$ cat config.mk
export PLATFORM = sky130hd
export DESIGN_NAME = logic_event_tracker
export DESIGN_NICKNAME = d
export VERILOG_FILES = /design/src/rtl/logic_event_tracker.sv
export SDC_FILE = /design/constraint.sdc
export NUM_CORES = 1
export LEC_CHECK = 0
export CAP_MARGIN = 10
export CORE_MARGIN = 1
export CORE_UTILIZATION = 40
export DETAILED_ROUTE_END_ITERATION = 12
export GPL_ROUTABILITY_DRIVEN = 0
export PLACE_DENSITY = 0.78
export SYNTH_ARGS = -nofsm -noshare
export SYNTH_HDL_FRONTEND = slang
export SYNTH_SLANG_ARGS = --single-unit
$ cat constraint.sdc
create_clock -name Clk -period 4.4 [get_ports Clk]
set_input_delay 1.1 -clock Clk [delete_from_list [all_inputs] [get_ports Clk]]
set_output_delay 1.1 -clock Clk [all_outputs]
set_load 0.03 [all_outputs]
$ cat src/rtl/logic_event_tracker.sv
// Mode-selectable reduction of an input bus, registered on the falling edge,
// with 0->1 event detection and a saturating event counter.
module logic_event_tracker #(
    parameter int WIDTH = 4,
    parameter int CNT_W = 8
) (
    input  logic             Clk,
    input  logic             Rst,
    input  logic             En,
    input  logic             Clr,
    input  logic [1:0]       Mode,
    input  logic [WIDTH-1:0] In,
    output logic             Q,
    output logic             Rise,
    output logic [CNT_W-1:0] Count,
    output logic             Sat
);

    localparam logic [CNT_W-1:0] CNT_MAX = {CNT_W{1'b1}};

    logic             upper_or;
    logic             z;
    logic             rise_next;
    logic [CNT_W-1:0] cnt_next;

    function automatic logic [CNT_W-1:0] sat_inc(input logic [CNT_W-1:0] c);
        return (c == CNT_MAX) ? c : c + 1'b1;
    endfunction

    // Bits above the AND pair; empty (zero) when WIDTH is 2.
    always_comb begin
        upper_or = 1'b0;
        for (int i = 2; i < WIDTH; i++) begin
            upper_or = upper_or | In[i];
        end
    end

    always_comb begin
        case (Mode)
            2'b00:   z = (In[0] & In[1]) | upper_or;
            2'b01:   z = &In;
            2'b10:   z = |In;
            default: z = ^In;
        endcase
    end

    // Clear wins over a coincident rise; the pulse itself still appears.
    always_comb begin
        rise_next = z & ~Q;
        if (Clr)
            cnt_next = '0;
        else if (rise_next)
            cnt_next = sat_inc(Count);
        else
            cnt_next = Count;
    end

    always_ff @(negedge Clk) begin
        if (Rst) begin
            Q     <= 1'b0;
            Rise  <= 1'b0;
            Count <= '0;
            Sat   <= 1'b0;
        end else if (En) begin
            Q     <= z;
            Rise  <= rise_next;
            Count <= cnt_next;
            Sat   <= (cnt_next == CNT_MAX);
        end else begin
            Rise  <= 1'b0;
        end
    end

endmodule

**PDN straps and rails**

Pins as bars on the die edge.
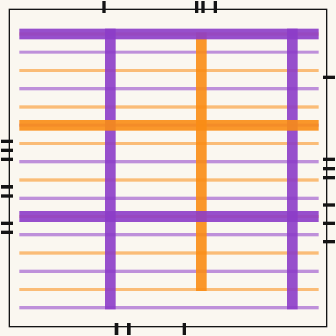
- orange: VDD
- purple: VSS
- met4 straps: 3
- signal pins: 21
- rows: 15
core area: 1820 um2
Die X: 47.1 um
VDD IR-drop max: 0.171 mV
die height: 47.1 um

**Placement by cell class**

Bar = 10 um.
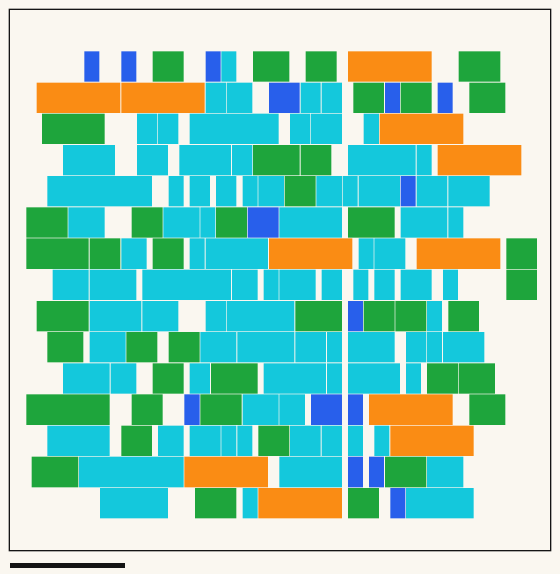
- green: other buffers and delay cells (cells 42; share of their area 28%)
- orange: flops (cells 11; share of their area 16%)
- blue: clock drivers and dummy loads (cells 15; share of their area 4.8%)
- cyan: all other logic (cells 88; share of their area 52%)

**Clock wires, drivers and flops**

Bar = 10 um.
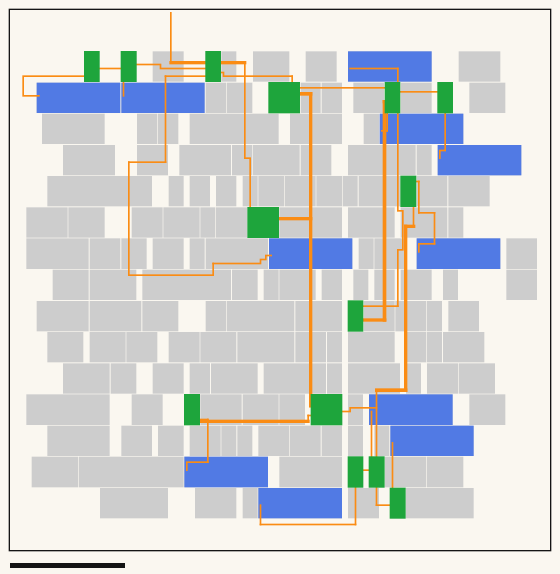
- blue: flip-flops (count 11)
- green: cells driving clock nets (count 14)
- orange: clock wires (length 301 um)
- routed clock nets: 15
clock share of power: 0.388
worst-skew pair later-pin latency: 0.38 ns

**Routed metal, one color a layer**

Only two layers are drawn.
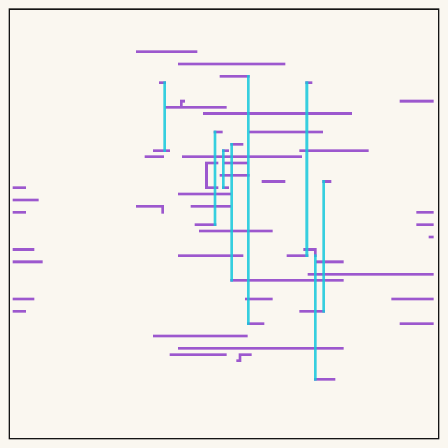
- purple: met3 (wire length 227 um)
- cyan: met4 (wire length 111 um)

**Clock nets**

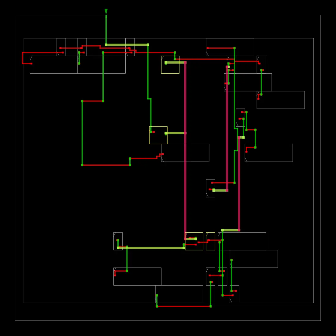
clock buf count: 3
skew final: 0.0396 ns
flop count: 11
Sink Count: 11
Clock Power: 0.000122 W

==> job_summary.md <==
## Synthesis and layout report

| Metric | Value |
|---|---|
| Status | `finished with violations` |
| Failing checks | `setup timing` |
| TritonCTS buffer count | `3` |
| Async SR Flop Fraction | `0` |
| Yosys reg bits | `11` |
| Cells along the critical path | `dlygate4sd2_1 > nor2b_2 > nor3b_2 > o31ai_4 > buf_6 > o21ba_4 > or3_4 > o31ai_2` |
| Delay of the slowest critical-path stage | `0.39 ns` |
| Multi-input gate count | `81` |
| Routed WL | `between 2000 and 3000 um` |
| Gate Area | `~670 um2` |
| Library cells used by synthesis | `36` |
| Layout area overhead | `75.4%` |
| ClkCell Share | `0.0474` |
| Largest cell class | `logic gates` |
| Worst path depth | `8` |
| Post-route insts no fill | `between 150 and 200` |
| Worst hold path depth | `2` |
| Largest Register | `Count` |
| Chip Area | `~2200 um2` |
| Final setup fails | `10` |
| Switching share of power | `0.381` |
| Dominant flop cell | `dfxtp_1` |
| Pint | `between 0.00015 and 0.0002 W` |
| Met2 track demand over resource | `0.461` |
| Largest Pwr Group | `the clock network` |
| Setup ws final | `-0.393 ns` |
| H-tree levels | `1` |
| Drt pass-1 iters | `4` |
| AO/OA Area Share | `0.246` |
| Flop-to-flop setup slack | `roughly 1.9 ns` |
| PortBufs | `20` |
| Crit path DAT | `around 2.9 ns` |
| Hold Fails Final Rpt | `0` |
| Tightest Hold Check Type | `reg -> reg` |
| Setup CP Type | `in -> reg` |
| Tap cells | `25` |
| CP Data Required Time | `2.46 ns` |
| FF-to-FF End | `Sat` |
| Antenna Cells | `0` |
| CTS tree | `done` |
| # nets final | `172` |
| Placed cell count | `161` |
| Yosys warns | `0` |
| FP Core Util | `0.447` |
| Crit path from | `Mode[0]` |
| Iter 0 DRT Violations | `35` |
| Nonclk inv count | `7` |
| Postcts setup bufs | `6` |
| Worst path bufs/invs | `2` |
| Post-synth EDFFs | `0` |
| Max Cap Viol | `0` |
| Max reg flops | `8` |
| Max-slew headroom | `0.729` |
| Gates resized, CTS repair | `43` |
| Combinational share of cell area | `0.468` |
| Most numerous logic cell after layout | `buf_4` |
| Post-Synthesis Cell Area | `813 um2` |
| Logic power comb | `0.0000878 W` |
| Yosys cell count | `104` |
| Post-synth area hogs | `dfxtp_1, ha_1, nand2_1` |
| Worst path slowest cell | `or3_4` |
| Worst hold margin | `between 0.4 and 0.5 ns` |
| Initial antenna violation count | `0` |
| Logic family by area | `simple AND/OR/NAND/NOR gates` |
| Synth Area in XOR/XNOR | `0.0215` |
| Start point of the worst hold path | `Sat` |
| Leading area contributor after synthesis | `dfxtp_1` |
| Routed wl met2 | `between 1000 and 1500 um` |
| Most instantiated library cell after synthesis | `nand2_1` |
| Design Power | `between 0.0003 and 0.0004 W` |
| Post-Synthesis Cells | `104` |
| Dpl hpwl | `around 1700 um` |
| Tool warnings | `42` |
No activity file was given, so power comes from the tool's default toggle rates.
